$ cat src/rtl/apb_cot_scheduler_pkg.sv
// Shared types and defaults for the APB cotangent request scheduler.
package apb_cot_pkg;

  localparam int unsigned COT_DW = 32;
  localparam logic [COT_DW-1:0] COT_CTRL_ADDR = 32'h0;
  localparam logic [COT_DW-1:0] COT_OUT_ADDR  = 32'h4;

  typedef enum logic [2:0] {
    ST_IDLE      = 3'd0,
    ST_WR_SETUP  = 3'd1,
    ST_WR_ACCESS = 3'd2,
    ST_RD_SETUP  = 3'd3,
    ST_RD_ACCESS = 3'd4,
    ST_RESP      = 3'd5
  } state_e;

endpackage

$ cat src/rtl/apb_cot_scheduler_arb.sv
// Round-robin arbiter: combinational grant searched from a registered pointer,
// pointer moves past the winner only when the grant is accepted.
module rr_arbiter #(
  parameter int unsigned NREQ = 2,
  localparam int unsigned IW = (NREQ > 1) ? $clog2(NREQ) : 1
) (
  input  logic            clk,
  input  logic            rst,
  input  logic [NREQ-1:0] req_i,
  input  logic            accept_i,
  output logic [NREQ-1:0] gnt_c,
  output logic [IW-1:0]   gnt_idx_c,
  output logic            gnt_any_c
);

  logic [IW-1:0] ptr_q, ptr_d;
  logic [IW-1:0] pos;

  always_ff @(posedge clk or posedge rst) begin
    if (rst) ptr_q <= '0;
    else     ptr_q <= ptr_d;
  end

  // First asserted request at or after ptr_q, wrapping at NREQ.
  always_comb begin
    gnt_c     = '0;
    gnt_idx_c = '0;
    gnt_any_c = 1'b0;
    pos       = '0;
    for (int unsigned k = 0; k < NREQ; k++) begin
      pos = IW'((32'(ptr_q) + k) % NREQ);
      if (!gnt_any_c && req_i[pos]) begin
        gnt_any_c  = 1'b1;
        gnt_c[pos] = 1'b1;
        gnt_idx_c  = pos;
      end
    end
  end

  always_comb begin
    ptr_d = ptr_q;
    if (accept_i && gnt_any_c) begin
      ptr_d = (gnt_idx_c == IW'(NREQ - 1)) ? '0 : gnt_idx_c + IW'(1);
    end
  end

endmodule

$ cat src/rtl/apb_cot_scheduler.sv
// Shares the APB cotangent slave between NREQ requesters: each accepted request
// becomes a write of n to the control register followed by a read of the result.
module apb_cot_scheduler
  import apb_cot_pkg::*;
#(
  parameter int unsigned   NREQ      = 2,
  parameter int unsigned   DW        = COT_DW,
  parameter logic [DW-1:0] CTRL_ADDR = DW'(COT_CTRL_ADDR),
  parameter logic [DW-1:0] OUT_ADDR  = DW'(COT_OUT_ADDR),
  parameter int unsigned   TIMEOUT   = 16
) (
  input  logic             PCLK,
  input  logic             PRESET,
  input  logic [NREQ-1:0]  req_valid,
  input  logic [NREQ*DW-1:0] req_n,
  output logic [NREQ-1:0]  req_ready,
  output logic [NREQ-1:0]  rsp_valid,
  output logic [DW-1:0]    rsp_data,
  output logic             rsp_err,
  output logic             PSEL,
  output logic             PENABLE,
  output logic             PWRITE,
  output logic [DW-1:0]    PADDR,
  output logic [DW-1:0]    PWDATA,
  input  logic [DW-1:0]    PRDATA,
  input  logic             PREADY
);

  localparam int unsigned IW = (NREQ > 1) ? $clog2(NREQ) : 1;
  localparam int unsigned CW = $clog2(TIMEOUT + 1);

  state_e          state_q, state_d;
  logic [IW-1:0]   gidx_q, gidx_d;
  logic [CW-1:0]   cnt_q, cnt_d;
  logic            psel_q, psel_d, penable_q, penable_d, pwrite_q, pwrite_d;
  logic [DW-1:0]   paddr_q, paddr_d, pwdata_q, pwdata_d, rsp_data_q, rsp_data_d;
  logic [NREQ-1:0] rsp_valid_q, rsp_valid_d;
  logic            rsp_err_q, rsp_err_d;

  logic [NREQ-1:0] gnt;
  logic [IW-1:0]   gnt_idx;
  logic            gnt_any;
  logic            accept;
  logic [NREQ-1:0] gidx_oh;
  logic            tmo_hit;
  logic [DW-1:0]   n_arr [NREQ];

  for (genvar g = 0; g < NREQ; g++) begin : g_slice
    assign n_arr[g] = req_n[g*DW +: DW];
  end

  rr_arbiter #(.NREQ(NREQ)) u_arb (
    .clk      (PCLK),
    .rst      (PRESET),
    .req_i    (req_valid),
    .accept_i (accept),
    .gnt_c    (gnt),
    .gnt_idx_c(gnt_idx),
    .gnt_any_c(gnt_any)
  );

  // Grant is only offered while idle and out of reset.
  assign accept    = (state_q == ST_IDLE) && gnt_any && !PRESET;
  assign req_ready = ((state_q == ST_IDLE) && !PRESET) ? gnt : '0;
  assign gidx_oh   = NREQ'(1) << gidx_q;
  assign tmo_hit   = (cnt_q == CW'(TIMEOUT - 1));

  always_comb begin
    state_d     = state_q;
    gidx_d      = gidx_q;
    cnt_d       = cnt_q;
    psel_d      = 1'b0;
    penable_d   = 1'b0;
    pwrite_d    = pwrite_q;
    paddr_d     = paddr_q;
    pwdata_d    = pwdata_q;
    rsp_valid_d = '0;
    rsp_err_d   = 1'b0;
    rsp_data_d  = rsp_data_q;
    case (state_q)
      ST_IDLE: begin
        if (accept) begin
          gidx_d   = gnt_idx;
          pwdata_d = n_arr[gnt_idx];
          pwrite_d = 1'b1;
          paddr_d  = CTRL_ADDR;
          psel_d   = 1'b1;
          state_d  = ST_WR_SETUP;
        end
      end
      ST_WR_SETUP: begin
        psel_d    = 1'b1;
        penable_d = 1'b1;
        cnt_d     = '0;
        state_d   = ST_WR_ACCESS;
      end
      ST_WR_ACCESS: begin
        if (PREADY) begin
          psel_d   = 1'b1;
          pwrite_d = 1'b0;
          paddr_d  = OUT_ADDR;
          state_d  = ST_RD_SETUP;
        end else if (tmo_hit) begin
          rsp_valid_d = gidx_oh;
          rsp_err_d   = 1'b1;
          rsp_data_d  = '0;
          state_d     = ST_RESP;
        end else begin
          psel_d    = 1'b1;
          penable_d = 1'b1;
          cnt_d     = cnt_q + CW'(1);
        end
      end
      ST_RD_SETUP: begin
        psel_d    = 1'b1;
        penable_d = 1'b1;
        cnt_d     = '0;
        state_d   = ST_RD_ACCESS;
      end
      ST_RD_ACCESS: begin
        if (PREADY) begin
          rsp_valid_d = gidx_oh;
          rsp_data_d  = PRDATA;
          state_d     = ST_RESP;
        end else if (tmo_hit) begin
          rsp_valid_d = gidx_oh;
          rsp_err_d   = 1'b1;
          rsp_data_d  = '0;
          state_d     = ST_RESP;
        end else begin
          psel_d    = 1'b1;
          penable_d = 1'b1;
          cnt_d     = cnt_q + CW'(1);
        end
      end
      ST_RESP: begin
        state_d = ST_IDLE;
      end
      default: begin
        state_d = ST_IDLE;
      end
    endcase
  end

  always_ff @(posedge PCLK or posedge PRESET) begin
    if (PRESET) begin
      state_q     <= ST_IDLE;
      gidx_q      <= '0;
      cnt_q       <= '0;
      psel_q      <= 1'b0;
      penable_q   <= 1'b0;
      pwrite_q    <= 1'b0;
      paddr_q     <= '0;
      pwdata_q    <= '0;
      rsp_valid_q <= '0;
      rsp_err_q   <= 1'b0;
      rsp_data_q  <= '0;
    end else begin
      state_q     <= state_d;
      gidx_q      <= gidx_d;
      cnt_q       <= cnt_d;
      psel_q      <= psel_d;
      penable_q   <= penable_d;
      pwrite_q    <= pwrite_d;
      paddr_q     <= paddr_d;
      pwdata_q    <= pwdata_d;
      rsp_valid_q <= rsp_valid_d;
      rsp_err_q   <= rsp_err_d;
      rsp_data_q  <= rsp_data_d;
    end
  end

  assign PSEL      = psel_q;
  assign PENABLE   = penable_q;
  assign PWRITE    = pwrite_q;
  assign PADDR     = paddr_q;
  assign PWDATA    = pwdata_q;
  assign rsp_valid = rsp_valid_q;
  assign rsp_err   = rsp_err_q;
  assign rsp_data  = rsp_data_q;

endmodule

$ cat config.mk
export PLATFORM = sky130hd
export DESIGN_NAME = apb_cot_scheduler
export DESIGN_NICKNAME = d
export VERILOG_FILES = /design/src/rtl/apb_cot_scheduler_pkg.sv /design/src/rtl/apb_cot_scheduler_arb.sv /design/src/rtl/apb_cot_scheduler.sv
export SDC_FILE = /design/constraint.sdc
export NUM_CORES = 1
export LEC_CHECK = 0
export ABC_AREA = 1
export CAP_MARGIN = 20
export CORE_ASPECT_RATIO = 1.25
export CORE_MARGIN = 1.5
export CORE_UTILIZATION = 25
export DETAILED_ROUTE_END_ITERATION = 10
export SLEW_MARGIN = 20
export SYNTH_ARGS = -nofsm -noshare
export SYNTH_HDL_FRONTEND = slang
export SYNTH_HIERARCHICAL = 1
export SYNTH_SLANG_ARGS = --single-unit
$ cat constraint.sdc
create_clock -name PCLK -period 6.1 [get_ports PCLK]
set_clock_uncertainty 0.15 [all_clocks]
set_input_delay 1.83 -clock PCLK [delete_from_list [all_inputs] [get_ports PCLK]]
set_output_delay 1.83 -clock PCLK [all_outputs]
set_load 0.02 [all_outputs]
run_1/port_trees.png
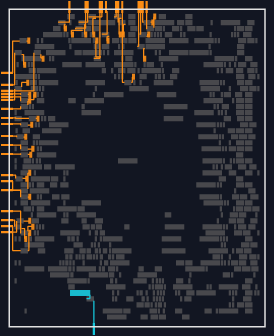
| color | port | direction | edge | end cells | buffers | wire |
|---|---|---|---|---|---|---|
| cyan | PENABLE | output | south | 1 | 1 | 14.1 um |
| orange | PRDATA | input | 19 west, 13 north | 32 | 32 | 456 um |
# IOs: 205
Port Buffers: 173

run_1/ff_map.png
Bar = 20 um. Other sequential cells in the stronger gray, the rest of the logic in the fainter gray.
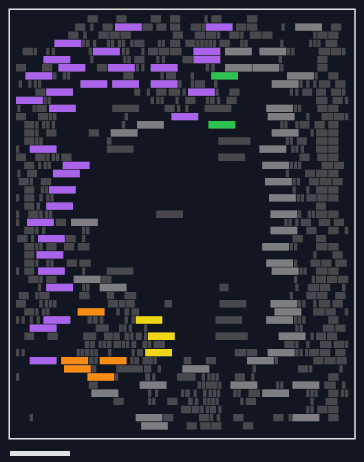
| color | netlist name | placed flops |
|---|---|---|
| green | rsp_valid | 2 |
| purple | rsp_data | 32 |
| orange | cnt_q | 5 |
| yellow | state_q | 3 |
not colored: 39
register area: 2030 um^2
Final Core Density: 39.0%
Seq area share: 33.6%

==> GITHUB_STEP_SUMMARY, run 1 <==
## Implementation flow summary

| Metric | Value |
|---|---|
| Dominant combinational family | `simple AND/OR/NAND/NOR gates` |
| Reg clk slew, reported paths | `0.06 ns` |
| First-pass GRT wire length | `15600 um` |
| Final setup fails | `0` |
| CP Class | `in -> out` |
| Cell count in the Yosys report | `447` |
| Synth warn | `6` |
| Pre-antenna DRT Iters | `4` |
| Peak fanout along the critical path | `3` |
| Clock Sinks | `81` |
| Fraction of layout cells with a size suffix above 1 | `10.2%` |
| Root buffer cell | `clkbuf_16` |
| Synthesized area | `3920 um^2` |
| Max frequency | `190 MHz` |
| Comb/total area | `26.4%` |
| Tool warning count | `26` |
| Multi-input gate count | `328` |
| AND-OR/OR-AND Cells, Area Fraction | `1.82%` |
| Non-Filler Instances | `832` |
| Xor/xnor share of the synthesized area | `0.446%` |
| Nets@finish | `720` |
| Max Transition Viols Final | `0` |
| Setup TNS | `0 ns` |
| Simple share | `25.2%` |
| Slew margin rel. | `35.9%` |
| Buffer share of cell area | `29.1%` |
| Area after DPL | `5720 um^2` |
| Worst Hold Class | `reg -> reg` |
| Placed Cells | `818` |
| Routability cong. | `0.788` |
| RSZ-0062 raised after global routing | `no` |
| # fillers | `1604` |
| Tapcell count | `212` |
| Post-CTS resize count | `0` |
| Antenna violations before repair | `0` |
| Largest net degree at the start of global routing | `45` |
| Outcome | `finished, final reports clean` |
| Final hold slack | `0.294 ns` |
| Crit start category | `primary input` |
| Comb gate area | `1590 um^2` |
| Hold_buf cts | `0` |
| CTS Buf Count | `9` |
| Vias per inst | `4.02` |
| # rows | `51` |
| Nonclk buf count | `176` |
run_1/clock_nets.png
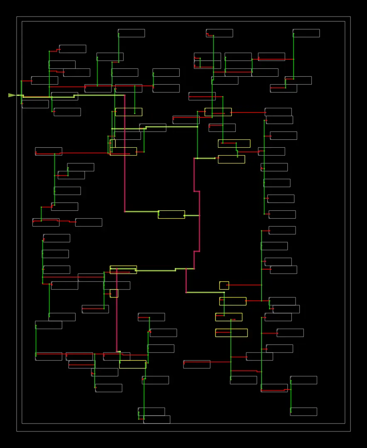
flop count: 81
clock buffers: 9
Skew-Pair Late Insertion Delay: 0.33 ns

run 1: routing by layer:
| metal | wire, um | track usage (%) | up-vias |
|---|---|---|---|
| li1 | - | - | 1660 |
| met1 | 3940 | 13.1 | 1507 |
| met2 | 4850 | 20.9 | 168 |
| met3 | 1110 | 5.26 | 13 |
| met4 | 153 | 5.07 | 0 |
| met5 | 0 | 0 | - |
run 1: worst max-delay path: stages:
cell	delay, ns
clkdlybuf4s50_1	0.50
inv_1	0.10
nor2_1	0.11
inv_1	0.04
nor2_1	0.09
clkdlybuf4s50_1	0.61
run 1: worst paths after layout:
path / startpoint / end / slack [ns] / depth (start not counted)
setup / recovery: req_valid[1] / req_ready[1] / 0.84 / 6
setup reg to reg: cnt_q[0] / rsp_data[1] / 3.92 / 9
min in group asynchronous: PRESET / async pin / 1.55 / 2
hold reg to reg: gidx_q / rsp_valid[0] / 0.29 / 1
max in group asynchronous: PRESET / rsp_data[31] / 3.02 / 4
hold / removal: gidx_q / rsp_valid[0] / 0.29 / 1
run 1: logic make-up after synthesis:
family / after synthesis
compound gates: 12
xor+xnor: 2
fa+ha+maj: 2
buf+inv: 68
flops: 81
mux: 32
other cells: 1
simple gates: 249
run 1: cells in the mapped netlist, drive strengths merged:
| master | number | area share [%] |
|---|---|---|
| o21ai | 8 | 1.1 |
| a21oi | 1 | 0.13 |
| a21boi | 1 | 0.19 |
| conb | 1 | 0.096 |
| ha | 2 | 0.64 |
| xor2 | 2 | 0.45 |
| mux2 | 32 | 9.2 |
| dfrtp | 81 | 52 |
| nand2 | 222 | 21 |
| inv | 21 | 2.1 |
| o211ai | 2 | 0.38 |
| buf | 47 | 8.9 |
| nand4 | 1 | 0.16 |
| nor2 | 16 | 1.8 |
| nand3 | 10 | 1.7 |
==> run 1 -> run 2 <==
==> constraint.sdc (replaced) <==
create_clock -name PCLK -period 6.1 [get_ports PCLK]
set_clock_uncertainty 0.15 [all_clocks]
set_input_delay 1.83 -clock PCLK [delete_from_list [all_inputs] [get_ports PCLK]]
set_output_delay 1.83 -clock PCLK [all_outputs]
set_load 0.1 [all_outputs]
run_2/sizing.png
Bar = 20 um.
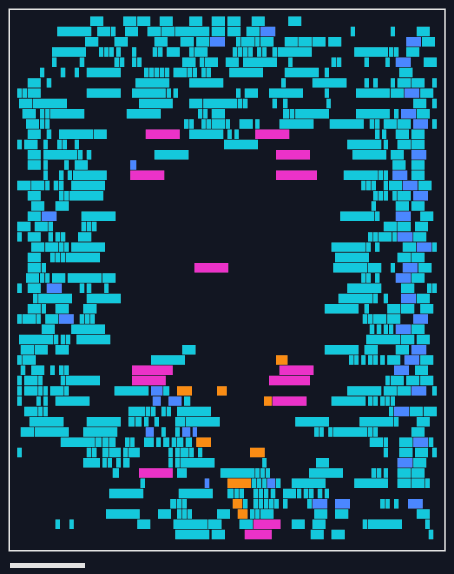
| color | size | cells | share | most used |
|---|---|---|---|---|
| cyan | x1 and smaller | 557 | 90% | nand2_1 |
| orange | x3 and x4 | 9 | 1.4% | nor2_4 |
| blue | x2 | 41 | 6.6% | mux2_2 |
| magenta | x6 and larger | 14 | 2.3% | clkbuf_16 |
Area Growth Syn to Fin: 54.7%
nonclk buf count: 175
post-route cell area: 6070 um^2
slack of the critical path: 1.15 ns

run_2/layers.png
Bar = 20 um.
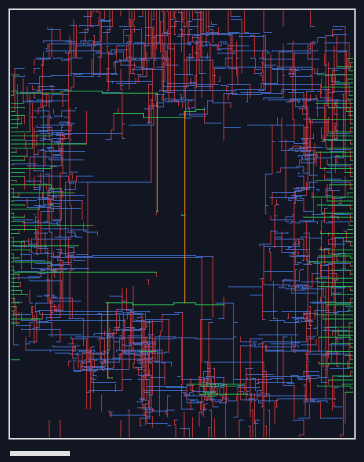
| color | layer | wire length |
|---|---|---|
| red | M2 | 4980 um |
| blue | M1 | 3960 um |
| orange | M4 | 129 um |
| green | M3 | 1060 um |
DR WL/cell: 12.2 um
Tot GR Track Use: 12.0%
final WL: 10100 um
Vias: 3344

run_2/ff_map.png
Bar = 20 um. Other sequential cells in the stronger gray, the rest of the logic in the fainter gray.
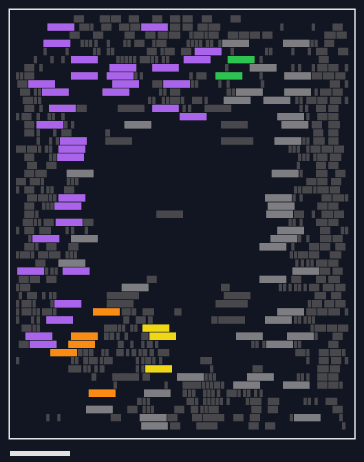
| color | netlist name | placed flops |
|---|---|---|
| purple | rsp_data | 32 |
| orange | cnt_q | 5 |
| yellow | state_q | 3 |
| green | rsp_valid | 2 |
Final Core Density: 39.3%
Seq area share: 33.4%

==> run 2 against run 1 <==
Net effect: wire length increased by 0.74%; non-clock buffer count fell by 1; register-to-register slack worse by 0.06 ns; area after synthesis unchanged; first-iteration DRC count grew 55%; via count fell by 0.12%; critical endpoint unchanged.
==> GITHUB_STEP_SUMMARY, run 2 <==
## Implementation flow summary

| Metric | Value |
|---|---|
| Non-Filler Instances | `833 (+0.12%)` |
| Placed Cells | `817 (-0.12%)` |
| R2R depth | `8 (-1)` |
| Tool warning count | `27 (+3.8%)` |
| Max frequency | `202 MHz (+6.2%)` |
| Setup crit end | `req_ready[1]` |
| Vias per inst | `4.01 (-0.24%)` |
| Largest cells by area after synthesis | `dfrtp_1, nand2_1, mux2_2` |
| Pre-antenna DRT Iters | `4 (unchanged)` |
| # IOs | `205 (unchanged)` |
| Reg clk slew, reported paths | `0.06 ns (about the same)` |
| EDFF count, synth | `0 (unchanged)` |
| Final setup fails | `0 (unchanged)` |
| Skew-Pair Late Insertion Delay | `0.33 ns (about the same)` |
| Hold_buf cts | `0 (unchanged)` |
| Synth Flop Type | `dfrtp_1` |
| CP Class | `in -> out` |
| Biggest area consumer among synthesized cells | `dfrtp_1` |
| Synth warn | `6 (unchanged)` |
| Root buffer cell | `clkbuf_16` |
| Worst-path cell chain | `clkdlybuf4s50_1 -> inv_1 -> nor2_1 -> inv_1 -> nor2_1 -> buf_12` |
| WHS Path Cells | `1 (unchanged)` |
| Crit start category | `primary input` |
| Dominant cell area share | `51.7% (unchanged)` |
| Slew margin rel. | `31.9% (-4.0 points)` |
| CTS Buf Count | `9 (unchanged)` |
| Largest net degree at the start of global routing | `46 (+2.2%)` |
| Worst Hold Class | `reg -> reg` |
| Routability cong. | `0.798 (+1.3%)` |
| Ys async rst share | `100% (unchanged)` |
| RSZ-0062 raised after global routing | `no` |
| CP Buf/Inv Count | `4 (unchanged)` |
| Setup TNS | `0 ns (unchanged)` |
| Reg2reg setup slack | `3.86 ns (-0.06 ns)` |
| CP peak stage delay | `0.50 ns (-0.11 ns)` |
| First-pass GRT wire length | `15300 um (-2.0%)` |
| Nets@finish | `719 (-0.14%)` |
| Port Buffers | `173 (unchanged)` |
| Kind of cell adding the most delay to the critical path | `buffers and inverters` |
| Outcome | `finished, final reports clean` |
| Register area | `2030 um^2 (unchanged)` |
| Cell count in the Yosys report | `447 (unchanged)` |
-- run 2: cells by family (layout without fill, tap and decap cells) --
kind of cell / count (synthesis) / in the layout / synth area share (%)
flip-flops: 81 / 81 / 51.7
XOR/XNOR: 2 / 2 / 0.447
multiplexers: 32 / 32 / 9.18
buffers and inverters: 68 / 212 / 11.0
AND/OR/NAND/NOR: 249 / 249 / 25.2
AND-OR/OR-AND: 12 / 12 / 1.82
other: 1 / 31 / 0.0956
adder cells (fa/ha/maj): 2 / 2 / 0.638
-- run 2: metrics by stage --
step / setup WS [ns] / hold WS [ns] / area, um^2
floorplan: -0.0399 / 0.252 / 4040
global placement: 1.17 / 0.271 / 5730
detailed placement: 1.14 / 0.277 / 5730
CTS: 1.13 / 0.286 / 6070
global route: 1.08 / 0.292 / 6070
finish: 1.15 / 0.276 / 6070
-- run 2: per-layer routing --
| metal | global-route usage [%] | routed length [um] |
|---|---|---|
| met5 | 0 | 0 |
| met4 | 4.16 | 128 |
| met3 | 4.54 | 1060 |
| met2 | 21.6 | 4980 |
| met1 | 12.7 | 3960 |
-- run 2: worst reg2reg max path: stages, from the launching register on --
cell and delay [ns]:
dfrtp_1 0.42, nor2_2 0.25, nor2_1 0.08, nand2_1 0.12, nand3_4 0.39, inv_4 0.49, nand2_1 0.10, nand2_1 0.07
nand2_1 0.05
-- run 2: area by class of cell --
cell class              instances  area share [%]
flip-flops and latches         81            33.4
repair buffers                175            29.1
multi-input cells             328            26.2
well taps                     212            4.37
clock buffers                  11            3.83
clock inverters                 5            1.71
inverters                      21            1.40
run_2/clock_nets.png
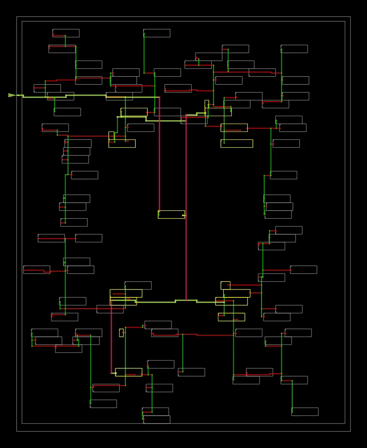

==> run 2 -> run 3 <==
==> constraint.sdc (replaced) <==
create_clock -name PCLK -period 4.4 [get_ports PCLK]
set_clock_uncertainty 0.15 [all_clocks]
set_input_delay 1.32 -clock PCLK [delete_from_list [all_inputs] [get_ports PCLK]]
set_output_delay 1.32 -clock PCLK [all_outputs]
set_load 0.1 [all_outputs]
run_3/clock_nets.png
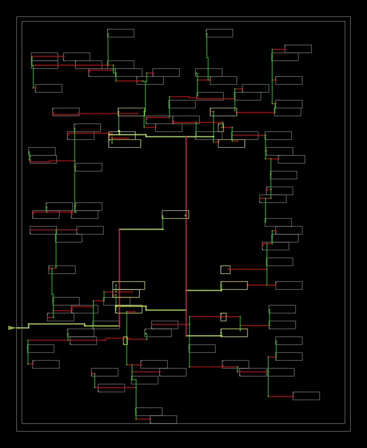
CTS Buf Count: 9
Clock Sinks: 81

run_3/ff_map.png
Bar = 20 um. Other sequential cells in the stronger gray, the rest of the logic in the fainter gray.
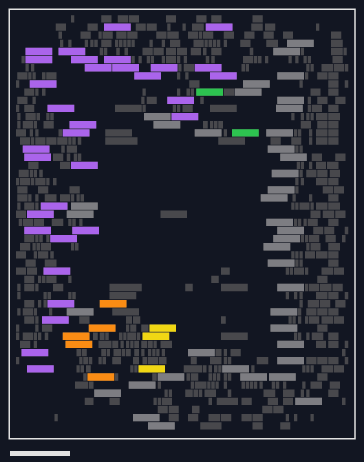
Seq area share: 33.3%
Final Core Density: 39.4%

==> run 3 against run 2 <==
Net effect: sequential share of layout area is 0.062 points lower; critical endpoint unchanged; via count is 0.66% lower; critical path type unchanged; hold slack worse by 0.0025 ns; largest cell class unchanged.
==> GITHUB_STEP_SUMMARY, run 3 <==
## Implementation flow summary

| Metric | Value |
|---|---|
| Outcome | `finished, final reports clean` |
| Setup TNS | `0 ns (unchanged)` |
| Hold_buf cts | `0 (unchanged)` |
| Crit start category | `primary input` |
| CP Buf/Inv Count | `4 (unchanged)` |
| Mux area share | `9.18% (unchanged)` |
| Area Growth Syn to Fin | `55.0%` |
| Kind of cell adding the most delay to the critical path | `buffers and inverters` |
| Vias per inst | `3.98 (-0.90%)` |
| EDFF count, synth | `0 (unchanged)` |
| Reg2reg setup slack | `2.16 ns (-1.70 ns)` |
| Largest cells by area after synthesis | `dfrtp_1, nand2_1, mux2_2` |
| Pre-antenna DRT Iters | `4 (unchanged)` |
| Largest net degree at the start of global routing | `46 (unchanged)` |
| Vias | `3322 (-0.66%)` |
| # IOs | `205 (unchanged)` |
| Slew margin rel. | `32.5% (+0.61 points)` |
| First-pass GRT wire length | `15400 um (+0.32%)` |
| Reg clk slew, reported paths | `0.06 ns (about the same)` |
| Synth Flop Type | `dfrtp_1` |
| Final setup fails | `0 (unchanged)` |
| Dominant combinational family | `simple AND/OR/NAND/NOR gates` |
| Ys async rst share | `100% (unchanged)` |
| Biggest area consumer among synthesized cells | `dfrtp_1` |
| Dominant cell area share | `51.7% (unchanged)` |
| Xor/xnor share of the synthesized area | `0.446% (unchanged)` |
run_3/layers.png
Bar = 20 um.
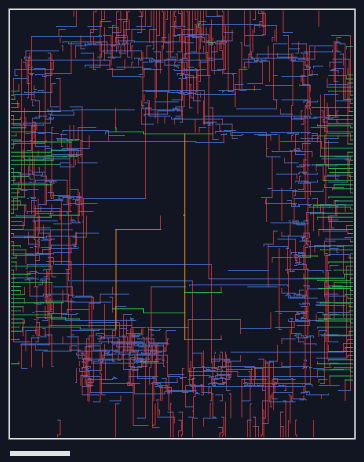
| color | layer | wire length |
|---|---|---|
| red | M2 | 4700 um |
| green | M3 | 1030 um |
| blue | M1 | 4010 um |
| orange | M4 | 102 um |
DR WL/cell: 11.8 um
final WL: 9840 um
Tot GR Track Use: 11.9%

## run 3: worst max path at each step
stage / end / start / cells after the start / slack (ns)
6_report: req_ready[1] / req_valid[1] / 6 / 0.53
5_1_grt: req_ready[1] / req_valid[0] / 7 / 0.44
4_1_cts: req_ready[1] / req_valid[0] / 7 / 0.51
3_5_place_dp: req_ready[1] / req_valid[0] / 7 / 0.51
3_3_place_gp: req_ready[1] / req_valid[1] / 6 / 0.53
2_1_floorplan: req_ready[0] / PRESET / 3 / -0.05
## run 3: cells by family after synthesis
group / after synthesis
AOI/OAI and AO/OA: 12
xor gates and xnor gates: 2
adders and majority gates: 2
buffers and inverters: 68
DFF: 81
muxes: 32
other: 1
and+or+nand+nor: 249
## run 3: per-stage QoR
step                setup WS [ns]  instances  area (um^2)  hold WS, ns
floorplan                 -0.0485        477         4060        0.252
global placement            0.530        820         5770        0.268
detailed placement          0.513        820         5770        0.265
CTS                         0.510        835         6080        0.275
global route                0.435        835         6080        0.304
finish                      0.525        835         6080        0.274
## run 3: cell type report
type                       instances  share of cell area [%]
clock buffer                      10                    3.76
clock inverter                     5                    1.30
inverter                          21                    1.40
multi-input combinational        328                    26.4
sequential                        81                    33.3
tap                              212                    4.36
timing repair buffer             178                    29.4
## run 3: routing by layer
metal	GRT usage (%)	vias up	share of wire (%)
met2	20.2	158	48
li1	-	1659	-
met3	4.80	7	10
met4	3.44	0	1.0
met5	0	-	0
met1	13.8	1498	41
